**Nets reached from selected ports**

Scale bar: 50 um.
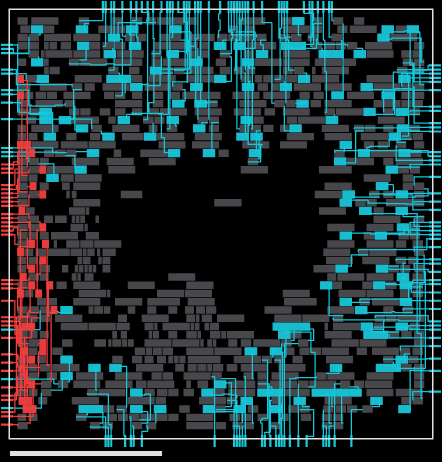
**PDN straps and rails**

Scale bar: 50 um. Pins as bars on the die edge.
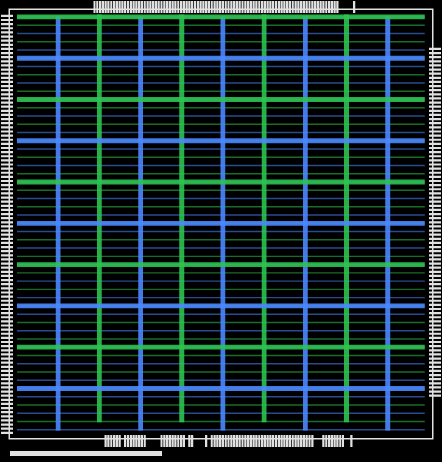
**src/rtl/aes_seq_pkg.sv**
```systemverilog
// Shared types and sizes for the AES128 input sequencer.
package aes_seq_pkg;

  typedef enum logic [1:0] {FILL, WAIT, READ, CAPT} seq_state_t;

  localparam int unsigned BLK_W     = 128;
  localparam int unsigned NUM_WORDS = 4;

endpackage

```
**src/rtl/aes_input_sequencer.sv**
```systemverilog
// Feeds host words into the 32-to-128 fifo_in, drains each full block into a
// holding register and hands it to the AES core over valid/ready.
module aes_input_sequencer
  import aes_seq_pkg::*;
#(
  parameter int unsigned WORD_W    = 32,
  parameter int unsigned NUM_WORDS = aes_seq_pkg::NUM_WORDS,
  parameter int unsigned BLK_CNT_W = 16
) (
  input  logic                 clk,
  input  logic                 n_rst,
  input  logic                 host_valid,
  input  logic [WORD_W-1:0]    host_data,
  output logic                 host_ready,
  output logic                 fifo_write_en,
  output logic [WORD_W-1:0]    fifo_data_in,
  output logic                 fifo_read_en,
  input  logic                 fifo_full,
  input  logic                 fifo_empty,
  input  logic [BLK_W-1:0]     fifo_data_out,
  output logic                 blk_valid,
  input  logic                 blk_ready,
  output logic [BLK_W-1:0]     blk_data,
  output logic [BLK_CNT_W-1:0] blk_count,
  output logic                 err,
  input  logic                 err_clr
);

  localparam int unsigned CNT_W = $clog2(NUM_WORDS + 1);

  seq_state_t           state_q, state_d;
  logic [CNT_W-1:0]     cnt_q, cnt_d;
  logic                 run_q;
  logic                 blk_valid_q;
  logic [BLK_W-1:0]     blk_data_q;
  logic [BLK_CNT_W-1:0] blk_count_q;
  logic                 err_q;

  logic                 handshake;
  logic                 out_free;
  logic                 capt;
  logic                 err_set;

  assign handshake = blk_valid_q & blk_ready;
  assign out_free  = ~blk_valid_q | blk_ready;

  // run_q keeps host_ready low while reset is asserted and for the release cycle
  always_comb begin
    state_d       = state_q;
    cnt_d         = cnt_q;
    host_ready    = 1'b0;
    fifo_write_en = 1'b0;
    fifo_read_en  = 1'b0;
    capt          = 1'b0;
    err_set       = 1'b0;
    case (state_q)
      FILL: begin
        host_ready = run_q;
        if (host_valid && run_q) begin
          fifo_write_en = 1'b1;
          cnt_d         = cnt_q + CNT_W'(1);
          if (cnt_q == CNT_W'(NUM_WORDS - 1)) begin
            state_d = out_free ? READ : WAIT;
          end
        end
      end
      WAIT: begin
        if (out_free) state_d = READ;
      end
      READ: begin
        fifo_read_en = 1'b1;
        err_set      = ~fifo_full;
        state_d      = CAPT;
      end
      CAPT: begin
        capt    = 1'b1;
        err_set = ~fifo_empty;
        cnt_d   = '0;
        state_d = FILL;
      end
      default: state_d = FILL;
    endcase
  end

  assign fifo_data_in = fifo_write_en ? host_data : '0;

  always_ff @(posedge clk or negedge n_rst) begin
    if (!n_rst) begin
      state_q     <= FILL;
      cnt_q       <= '0;
      run_q       <= 1'b0;
      blk_valid_q <= 1'b0;
      blk_data_q  <= '0;
      blk_count_q <= '0;
      err_q       <= 1'b0;
    end else begin
      state_q <= state_d;
      cnt_q   <= cnt_d;
      run_q   <= 1'b1;
      // a capture in the same cycle as a handshake keeps the register full
      if (capt) begin
        blk_valid_q <= 1'b1;
        blk_data_q  <= fifo_data_out;
      end else if (handshake) begin
        blk_valid_q <= 1'b0;
      end
      if (handshake) blk_count_q <= blk_count_q + BLK_CNT_W'(1);
      if (err_set) begin
        err_q <= 1'b1;
      end else if (err_clr) begin
        err_q <= 1'b0;
      end
    end
  end

  assign blk_valid = blk_valid_q;
  assign blk_data  = blk_data_q;
  assign blk_count = blk_count_q;
  assign err       = err_q;

endmodule

```
**config.mk**
```make
export PLATFORM = sky130hd
export DESIGN_NAME = aes_input_sequencer
export DESIGN_NICKNAME = d
export VERILOG_FILES = /design/src/rtl/aes_seq_pkg.sv /design/src/rtl/aes_input_sequencer.sv
export SDC_FILE = /design/constraint.sdc
export NUM_CORES = 1
export LEC_CHECK = 0
export CAP_MARGIN = 20
export CORE_AREA = 2 2 137 139
export DETAILED_ROUTE_END_ITERATION = 10
export DIE_AREA = 0 0 139 141
export PLACE_DENSITY = 0.72
export SLEW_MARGIN = 20
export SYNTH_ARGS = -nofsm -noshare
export SYNTH_HDL_FRONTEND = slang
export SYNTH_SLANG_ARGS = --single-unit
```
**constraint.sdc**
```tcl
create_clock -name clk -period 2.4 [get_ports clk]
set_input_delay 0.36 -clock clk [delete_from_list [all_inputs] [get_ports clk]]
set_output_delay 0.36 -clock clk [all_outputs]
set_load 0.01 [all_outputs]
```
==> out/metrics.yaml <==
route:
  met3_length_um: 1280
  drc: 0
  drt-met1-wl_um: 6040
  vias: 4645
  drt_pass1_iterations: 4
  dr_wl_met2_um: 8940
placed_design:
  dp_cells: 987
  place_congestion: 0.754
  hpwl_um: 12700
  place_area_um2: 9910
die:
  initCoreUtil_pct: 33.5
  num_rows: 50
layout:
  nets: 948
  layout-area-overhead-vs-synth_pct: 72.0
  post-route-util_pct: 57.7
  final_cells: 1020
  lay_top_count: "clkdlybuf4s50_1"
  mostFrequentLayoutCells: "clkdlybuf4s50_1, dfrtp_1, mux2_2, and2_1, dlygate4sd2_1"
  antenna_cells: 0
setup_path:
  cp-start-kind: "flop"
  worstSetupStartpoint: "state_q[0]"
  reg2reg_depth: 4
  timing_worst_setup_path_type: "flop to primary output"
  crit_arrival_ps: 1880
  cp.required_ps: 2040
  timing.rr.end: "blk_data[125]"
  rrSetupSlack_ps: 640
  r2r-start: "state_q[1]"
  cp-end-kind: "primary output"
  cp_max_fo: 5
clock_tree:
  htreeDepth: 4
  cts_resized: 33
  cts_setup_buffers: 0
  worstSkewPairLatency_ps: 420
  cts-root-buf: "clkbuf_16"
  ctsHoldBuffers: 1
  cts_buffers: 17
power_and_ir_drop:
  intPower_uw: 9450
  p_sw_uw: 3980
  top_power_group: "combinational cells"
  p_clk_share_pct: 21.8
  switching_share_pct: 29.6
  power_uw: 13400
  seq-power_uw: 4440
  p_seq_share_pct: 33.1
  p_clk_uw: 2930
  powerComb_uw: 6060
  powerDensity_nw_per_um2: 1270
  vdd_drop_max_mv: 0.577
grt:
  grt_busiest_layer: "met2"
  first_global_vias: 5067
  grt_pass1_wl_um: 26100
  grt_use_met1_pct: 17.9
  grt_util_met2_pct: 31.2
  grt_remaining_overflow: 0
  grt_util_met3_pct: 5.20
yosys:
  common_cells: "dfrtp_1, mux2_2, and2_1"
  syn_avg_cell_area_um2: 14.7
  top_area_share_pct: 62.1
  synthMuxAreaShare_pct: 24.0
  ys_chip_area_um2: 6130
  synth-seq-cells: 152
  logic_family: "multiplexers"
  async_flop_share_pct: 100
  synth-seq-area-share_pct: 62.1
  syn-num-nets: 591
  yosysWarnings: 0
  ys_cells: 416
  synth-edff-count: 0
  ff_type: "dfrtp_1"
  synthCells: 416
  synth-adder-area-share_pct: 1.63
  ys_sh_xor_pct: 2.14
  aoi_share_pct: 1.25
  syn-cell-area_um2: 6130
  synth-simple-area-share_pct: 6.45
status:
  status: "completed"
sta:
  timing.hold.ws_ps: 440
  min_period_ps: 2240
  slew_viol_final: 0
  hold_viol: 0
  clock_skew_ps: 10.2
  finalWorstSetupSlack_ps: 162
  rsz0062_at_grt: "false"
  fin_crit_sh_pct: 93.3
  fin_tns_setup_ps: 0
run:
  maxCapViolations: 0
  tool_warnings: 30
worst_hold_path:
  min_path_type: "primary input to async pin"
Back to the opening pictures, 'nets reached from selected ports':
port	colour	bits	direction	edge	end cells	wire
fifo_data_out	cyan	128	input	44 top, 41 right, 28 bottom, 15 left	128	3570 um
host_data	red	32	input	left	32	661 um
Top Ports: 348
port buffer count: 347

Back to the opening pictures, 'PDN straps and rails':
net	colour
VDD	green
VSS	blue
signal pins	348
rows	50
met1 rails	51
met4 straps	9
Core Footprint: 18300 um2
Die H: 141 um

## final cells by class
class / instances / area, um2 / area share [%]
Multi-Input combinational cell: 236 / 2190 / 20.8
Sequential cell: 152 / 3800 / 36.1
Inverter: 9 / 33.8 / 0.321
Clock inverter: 13 / 216 / 2.05
Timing Repair Buffer: 357 / 3560 / 33.8
Tap cell: 234 / 293 / 2.78
Clock buffer: 19 / 433 / 4.11
## sequential cells by signal, summed over array words and instances, names as in the netlist
| register | cells |
|---|---|
| blk_data | 128 |
| run_q | 1 |
| state_q | 2 |
| blk_count | 16 |
| err | 1 |
| cnt_q | 3 |
| blk_valid | 1 |
## critical path, cell delays in order (launching register included)
cell and delay [ps]:
dfrtp_1 380, inv_1 100, ha_1 180, buf_4 140, and2_1 120, clkdlybuf4s50_1 540
